## config.mk

```make
export PLATFORM = sky130hd
export DESIGN_NAME = serial_bit_source
export DESIGN_NICKNAME = d
export VERILOG_FILES = /design/src/rtl/serial_bit_source.sv
export SDC_FILE = /design/constraint.sdc
export NUM_CORES = 1
export LEC_CHECK = 0
export CELL_PAD_IN_SITES_DETAIL_PLACEMENT = 1
export CELL_PAD_IN_SITES_GLOBAL_PLACEMENT = 2
export CORE_ASPECT_RATIO = 0.75
export CORE_MARGIN = 8
export CORE_UTILIZATION = 28
export DETAILED_ROUTE_END_ITERATION = 10
export PLACE_DENSITY_LB_ADDON = 0.2
export SLEW_MARGIN = 10
export SYNTH_ARGS = -nofsm -noshare
export SYNTH_HDL_FRONTEND = slang
export SYNTH_SLANG_ARGS = --single-unit
```

## constraint.sdc

```tcl
create_clock -name clk -period 1.4 [get_ports clk]
set_input_delay 0.28 -clock clk [delete_from_list [all_inputs] [get_ports clk]]
set_output_delay 0.28 -clock clk [all_outputs]
set_load 0.02 [all_outputs]
```

## src/rtl/serial_bit_source.sv

```systemverilog
// serial_bit_source: accepts WIDTH-bit words on valid/ready and emits them one bit per clock on registered x/x_valid.
// Defining SER_PARITY_EN appends one even-parity bit per word.
module serial_bit_source #(
  parameter int WIDTH     = 8,
  parameter int MSB_FIRST = 1
) (
  input  logic             clk,
  input  logic             rst,
  input  logic [WIDTH-1:0] din,
  input  logic             din_valid,
  output logic             din_ready,
  output logic             x,
  output logic             x_valid,
  output logic             busy
);

  localparam int            CW   = (WIDTH > 2) ? $clog2(WIDTH) : 1;
  localparam logic [CW-1:0] LAST = CW'(WIDTH - 1);

`ifdef SER_PARITY_EN
  typedef enum logic [1:0] {IDLE = 2'd0, SHIFT = 2'd1, PARITY = 2'd2} state_t;
`else
  typedef enum logic [1:0] {IDLE = 2'd0, SHIFT = 2'd1} state_t;
`endif

  state_t           state_q, state_d;
  logic [CW-1:0]    cnt_q, cnt_d;
  logic [WIDTH-1:0] sh_q, sh_d;
  logic             x_q, x_d;
  logic             x_valid_q, x_valid_d;
  logic             accept;
`ifdef SER_PARITY_EN
  logic             par_q, par_d;
`endif

  // Ready depends only on state and counter so no combinational path runs din_valid -> din_ready.
  always_comb begin
    din_ready = 1'b0;
    case (state_q)
      IDLE:   din_ready = 1'b1;
`ifdef SER_PARITY_EN
      PARITY: din_ready = 1'b1;
`else
      SHIFT:  din_ready = (cnt_q == LAST);
`endif
      default: din_ready = 1'b0;
    endcase
  end

  assign accept = din_valid && din_ready;

  // x_q always holds the bit on the wire this cycle; sh_q keeps the word aligned so the next bit is at a fixed index.
  always_comb begin
    state_d   = state_q;
    cnt_d     = cnt_q;
    sh_d      = sh_q;
    x_d       = 1'b0;
    x_valid_d = 1'b0;
`ifdef SER_PARITY_EN
    par_d     = par_q;
`endif
    case (state_q)
      SHIFT: begin
        if (cnt_q != LAST) begin
          cnt_d     = cnt_q + 1'b1;
          sh_d      = (MSB_FIRST != 0) ? (sh_q << 1) : (sh_q >> 1);
          x_d       = (MSB_FIRST != 0) ? sh_q[WIDTH-2] : sh_q[1];
          x_valid_d = 1'b1;
        end else begin
          cnt_d = '0;
`ifdef SER_PARITY_EN
          state_d   = PARITY;
          x_d       = par_q;
          x_valid_d = 1'b1;
`else
          state_d = IDLE;
`endif
        end
      end
      default: state_d = IDLE;
    endcase

    // A word accepted in IDLE or in the final bit cycle starts on the very next cycle.
    if (accept) begin
      state_d   = SHIFT;
      cnt_d     = '0;
      sh_d      = din;
      x_d       = (MSB_FIRST != 0) ? din[WIDTH-1] : din[0];
      x_valid_d = 1'b1;
`ifdef SER_PARITY_EN
      par_d     = ^din;
`endif
    end
  end

  always_ff @(posedge clk or negedge rst) begin
    if (!rst) begin
      state_q   <= IDLE;
      cnt_q     <= '0;
      sh_q      <= '0;
      x_q       <= 1'b0;
      x_valid_q <= 1'b0;
`ifdef SER_PARITY_EN
      par_q     <= 1'b0;
`endif
    end else begin
      state_q   <= state_d;
      cnt_q     <= cnt_d;
      sh_q      <= sh_d;
      x_q       <= x_d;
      x_valid_q <= x_valid_d;
`ifdef SER_PARITY_EN
      par_q     <= par_d;
`endif
    end
  end

  assign x       = x_q;
  assign x_valid = x_valid_q;
  assign busy    = x_valid_q;

endmodule

```

Figure 1. I/O nets highlighted.
The bar under the picture is 20 µm long.
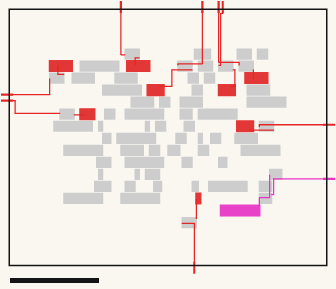
Key: din = red [direction input, edge 4 top, 2 left, 1 right, 1 bottom, end cells 8, buffers 8, wire 148 µm]; x_valid = magenta [direction output, edge right, end cells 1, buffers 1, wire 24.9 µm]

Figure 2. Cell area per tile.
The bar under the picture is 20 µm long. The die is cut into 7 by 6 equal tiles; white is low, dark blue is high, 0 to 100% covered.
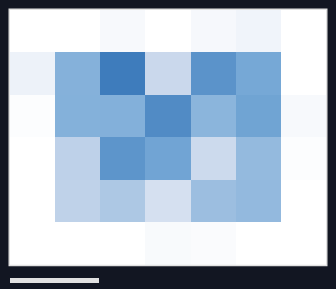
The densest ninth of the die: middle. The emptiest ninth of the die: bottom left. 36% of the tiles are nearly empty. The mean over all tiles is 22%. The fullest tile reaches 69%.
final cell utilization of the core: 40.9%
Core ar.: 2230 µm²

==> design notes <==
The run gives 218 ps for the transition time at the pin with the least slew margin. Setup repair after global routing could not meet its margin everywhere. The flow ran to the end, but the final reports show violations. The final worst setup slack was -295 ps.

The final reports fail on setup timing. For the count of multi-input gates, the log shows 29. Per the finish-stage timing summary, setup violations number 8.

The mapped netlist covers 644 µm². The top cell types in the final layout, fill and taps aside, are 13 x sky130_fd_sc_hd__dfrtp_1, 10 x sky130_fd_sc_hd__clkdlybuf4s50_1, 10 x sky130_fd_sc_hd__buf_4. The run gives 0 as the antenna diode count.

The total overflow left after global routing is 0. Post-route period utilization is reported as 121%. For reference, compound AND-OR and OR-AND cells occupy 3.30% of the area reported after synthesis. The area fraction of clock buffers and clock inverters was 2.88%; the fraction of final layout cells with drive strength greater than 1 was 43.7%. Warnings reported by Yosys during synthesis add up to 0. The run gives 1120 ps as the critical path required time.

Across all checked pins, the minimum headroom to the slew limit is 85.6%. The tools report the startpoint kind of the worst setup timing path as a register. With the reg2reg setup slack at -210 ps, the final number of max-transition violations is 0. Per the layout report, the design carries 4 clock buffers.
Figure 3. Cell placement.
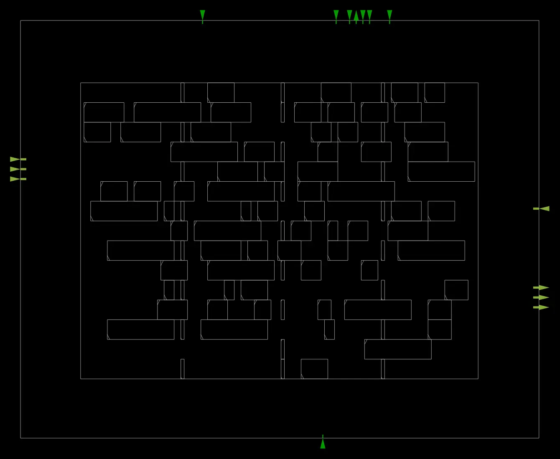
Final Non-Filler Cells: 96
row cnt: 15
flop count: 13

-- cells by family (layout without fill, tap and decap cells) --
group,count (synthesis),count (layout)
AND/OR/NAND/NOR,9,9
adder cells (fa/ha/maj),2,2
flip-flops,13,13
multiplexers,15,15
AND-OR/OR-AND,3,3
buffers and inverters,3,29
-- registers in the layout, summed over array words and instances (netlist names) --
| name | cells |
|---|---|
| busy | 1 |
| sh_q | 7 |
| x | 1 |
| state_q | 1 |
| cnt_q | 3 |
-- per-layer routing --
metal  GRT usage [%]  wire [µm]  share of wire [%]  up-vias
met2            10.8        607                 46        9
met4            1.77          0                  0        0
met5               0          0                  0        -
li1                -          -                  -      210
met1            8.44        621                 47      216
met3            4.55        101                7.6        0
